==> images/cell_density.png <==
The bar under the picture is 20 µm long. 9 x 8 tiles, from black (low) to pale yellow (high), 0 to 100% covered.
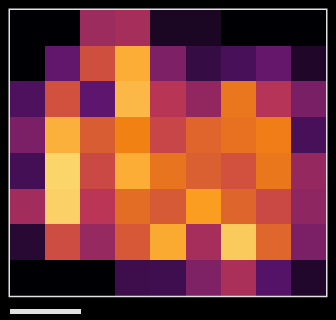
==> images/placement_by_type.png <==
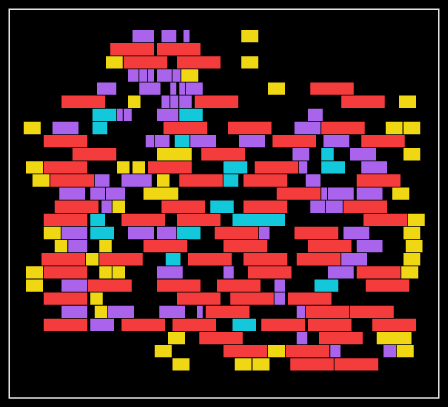
==> images/power_grid.png <==
The bar under the picture is 20 µm long. Pins as bars on the die edge.
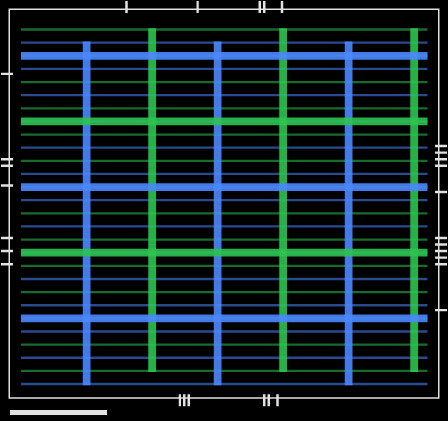
==> images/congestion.png <==
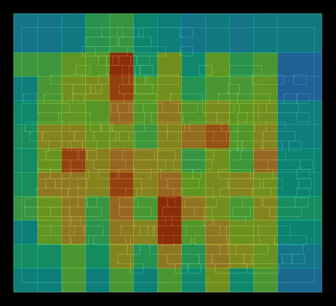
`config.mk`:
```
export PLATFORM = sky130hd
export DESIGN_NAME = gtxe2_chnl_rx_des
export DESIGN_NICKNAME = d
export VERILOG_FILES = /design/src/rtl/gtxe2_chnl_pkg.sv /design/src/rtl/gtxe2_chnl_rx_comma_det.sv /design/src/rtl/gtxe2_chnl_rx_des.sv
export SDC_FILE = /design/constraint.sdc
export NUM_CORES = 1
export LEC_CHECK = 0
export CAP_MARGIN = 40
export CORE_ASPECT_RATIO = 0.9
export CORE_MARGIN = 2
export CORE_UTILIZATION = 37
export CTS_CLUSTER_DIAMETER = 100
export DETAILED_ROUTE_END_ITERATION = 16
export MAX_ROUTING_LAYER = met4
export PLACE_DENSITY_LB_ADDON = 0.3
export SLEW_MARGIN = 20
export SYNTH_ARGS = -nofsm -noshare
export SYNTH_HDL_FRONTEND = slang
export SYNTH_SLANG_ARGS = --single-unit
```
`constraint.sdc`:
```
create_clock -name clk -period 2.05 [get_ports clk]
set_clock_uncertainty 0.05 [all_clocks]
set_input_delay 0.41 -clock clk [delete_from_list [all_inputs] [get_ports clk]]
set_output_delay 0.41 -clock clk [all_outputs]
set_load 0.005 [all_outputs]
```
`src/rtl/gtxe2_chnl_pkg.sv`:
```
// rtl/gtxe2_chnl_pkg.sv - shared constants for the GTXE2 channel model
// Purpose: 8b/10b K28.5 comma patterns in word bit order (bit0 = first bit on
//          the line, 8b/10b bit a). These are shared by the transmit side, the
//          receive path and the benches.
// Ports:   none (package)
package gtxe2_chnl_pkg;

   localparam int         comma_len = 10;
   localparam logic [9:0] k28_5_rdm = 10'h17c;
   localparam logic [9:0] k28_5_rdp = 10'h283;

endpackage

```
`src/rtl/gtxe2_chnl_rx_comma_det.sv`:
```
// rtl/gtxe2_chnl_rx_comma_det.sv - 10-bit K28.5 window comparator
// Purpose: flags a 10-bit window that equals either comma pattern.
//          Purely combinational; also used by the receive byte-align model.
// Ports:   win  in  10  candidate window, bit0 = earliest received bit
//          hit  out 1   window equals comma_p or comma_m
module gtxe2_chnl_rx_comma_det
   import gtxe2_chnl_pkg::*;
#(
   parameter logic [9:0] comma_p = k28_5_rdm,
   parameter logic [9:0] comma_m = k28_5_rdp
) (
   input  logic [9:0] win,
   output logic       hit
);

   assign hit = (win == comma_p) || (win == comma_m);

endmodule

```
`src/rtl/gtxe2_chnl_rx_des.sv`:
```
// rtl/gtxe2_chnl_rx_des.sv - 1:width serial deserializer with comma alignment
// Purpose: assembles width-bit words from one line bit per clk (LSB first),
//          realigns word boundaries to K28.5 and strobes each finished word.
// Ports:   clk       in   1      serial bit clock
//          reset     in   1      asynchronous active-high reset
//          indata    in   1      serial line bit
//          idle_in   in   1      line idle flag for this bit
//          outdata   out  width  assembled word, bit0 = earliest bit
//          outvalid  out  1      one-cycle word strobe
//          idle_out  out  1      every bit of the word was idle
//          comma_out out  1      outdata[9:0] is a comma
//          realign   out  1      one-cycle pulse: boundary moved
//          aligned   out  1      comma seen on the current boundary
module gtxe2_chnl_rx_des
   import gtxe2_chnl_pkg::*;
#(
   parameter int         width    = 20,
   parameter logic [9:0] comma_p  = k28_5_rdm,
   parameter logic [9:0] comma_m  = k28_5_rdp,
   parameter bit         align_en = 1'b1
) (
   input  logic             clk,
   input  logic             reset,
   input  logic             indata,
   input  logic             idle_in,
   output logic [width-1:0] outdata,
   output logic             outvalid,
   output logic             idle_out,
   output logic             comma_out,
   output logic             realign,
   output logic             aligned
);

   localparam int            cw          = $clog2(width);
   localparam logic [cw-1:0] cnt_last    = cw'(width - 1);
   localparam logic [cw-1:0] cnt_comma   = cw'(comma_len - 1);
   localparam logic [cw-1:0] cnt_realign = cw'(comma_len % width);

   // Bit 0 of the shift registers would only ever be shifted out, never read,
   // so the history is kept as [width-1:1]; the incoming bit completes a word.
   logic [width-1:1] shreg;
   logic [width-1:1] idlesh;
   logic [cw-1:0]    cnt;

   logic [width-1:0] word;
   logic [width-1:0] idle_word;
   logic             hit;
   logic             word_hit;
   logic             misalign;

   assign word      = {indata, shreg};
   assign idle_word = {idle_in, idlesh};

   // Last ten bits including the one arriving now.
   gtxe2_chnl_rx_comma_det #(
      .comma_p (comma_p),
      .comma_m (comma_m)
   ) u_win_det (
      .win (word[width-1:width-10]),
      .hit (hit)
   );

   // Comma flag for the low ten bits of a completing word.
   gtxe2_chnl_rx_comma_det #(
      .comma_p (comma_p),
      .comma_m (comma_m)
   ) u_word_det (
      .win (word[9:0]),
      .hit (word_hit)
   );

   assign misalign = align_en && hit && (cnt != cnt_comma);

   always_ff @(posedge clk or posedge reset) begin
      if (reset) begin
         shreg     <= '0;
         idlesh    <= '0;
         cnt       <= '0;
         outdata   <= '0;
         outvalid  <= 1'b0;
         idle_out  <= 1'b0;
         comma_out <= 1'b0;
         realign   <= 1'b0;
         aligned   <= 1'b0;
      end else begin
         shreg  <= word[width-1:1];
         idlesh <= idle_word[width-1:1];
         if (misalign) begin
            // The comma just received becomes bits 0..9 of a new word; the
            // partial word in progress is dropped, even if it was complete.
            cnt      <= cnt_realign;
            realign  <= 1'b1;
            aligned  <= 1'b0;
            outvalid <= 1'b0;
         end else begin
            realign <= 1'b0;
            if (hit && (cnt == cnt_comma)) begin
               aligned <= 1'b1;
            end
            if (cnt == cnt_last) begin
               cnt       <= '0;
               outdata   <= word;
               idle_out  <= &idle_word;
               comma_out <= word_hit;
               outvalid  <= 1'b1;
            end else begin
               cnt      <= cnt + 1'b1;
               outvalid <= 1'b0;
            end
         end
      end
   end

endmodule

```
==> reports/qor.txt <==
outcome - finished with violations
failing checks - negative setup slack
layout cell share with drive strength beyond 1 - 31.09%
TritonCTS Buffers - 9
worst hold start - idlesh[5]
met2 Use GR - 21.04%
Mapped Cells - 136
final worst slack - -0.06264 ns
CTS tree - yes
critical path class - reg2reg
Ports - 29
first-pass GRT wire length - 6.955 mm
fin. max-slew vios - 0
Net Sw Frac - 25.57%
Comb power frac - 22.9%
fmax - 0.4733 GHz
Longest Clk Path Bufs - 2
Die W - 88.67 µm
top-count cell post-synth - dfrtp_1
top layer in use - met4
clk ins delay skew pair - 0.34 ns
FF+latch count - 68
Area growth, synth to finish - 30.14%
worst slew pin tran - 0.4136 ns
drt drc - 0
diode count - 0
Mapped Area - 2387 µm²
final setup vio count - 23
Synth area leader - dfrtp_1
Clk pwr share - 29.4%
slowest stage delay, CP - 0.54 ns
Cell Type Count - 27
CP endpoint - outdata[13]
grt met3 use - 6.166%
met1 WL - 1.786 mm
worst hold slack - 0.3279 ns
worst setup path start - shreg[15]
-- cell_density.png (at the start) --
tiles over 75% full: 13%
nearly empty tiles: 13%
mean over tiles: 42%
densest ninth of the die: middle
Core Footprint: 6182 µm²
Core Util at FP: 38.62%
final core occ: 50.25%

-- placement_by_type.png (at the start) --
| colour | class | cells | share of their area |
|---|---|---|---|
| red | flops | 68 | 57% |
| cyan | clock drivers and dummy loads | 16 | 6.8% |
| yellow | other buffers and delay cells | 43 | 14% |
| purple | combinational and other logic | 66 | 22% |
Design Area, Final: 3107 µm²
sequential cell area share: 54.77%
row count: 27

-- power_grid.png (at the start) --
| colour | net |
|---|---|
| green | VDD |
| blue | VSS |
met1 rails: 28
met5 straps: 5
rows: 27

-- congestion.png (at the start) --
met1 GRT Util: 16.11%
wire per inst: 14.70 µm
Total Routing Usage GR: 13.71%
layer carrying the most global-route usage: met2

placed cells by master, fill, tap and decap left out, types with 2 or more instances in the layout:
cell and count:
clkinvlp_4 2, nor4b_1 3, nand4_1 6, dfrtp_1 68
inv_1 3, nand2_1 3, mux2_2 2, clkbuf_8 9
mux2_4 21, buf_12 3, nand4b_1 2, nor3_1 3
nand3_1 3, ha_1 2, buf_4 12, xnor2_1 2
clkdlybuf4s50_1 28, nor4bb_1 2, inv_6 4
logic make-up (layout without fill, tap and decap cells):
kind of cell	after synthesis	count (layout)	share of synthesized area [%]
simple gates	30	30	9.277
mux	24	24	14.26
compound gates	4	4	1.100
flops	68	68	71.28
xor+xnor	2	2	0.7339
buf+inv	6	63	2.306
fa+ha+maj	2	2	1.048
Power and IR drop assume default switching activity.
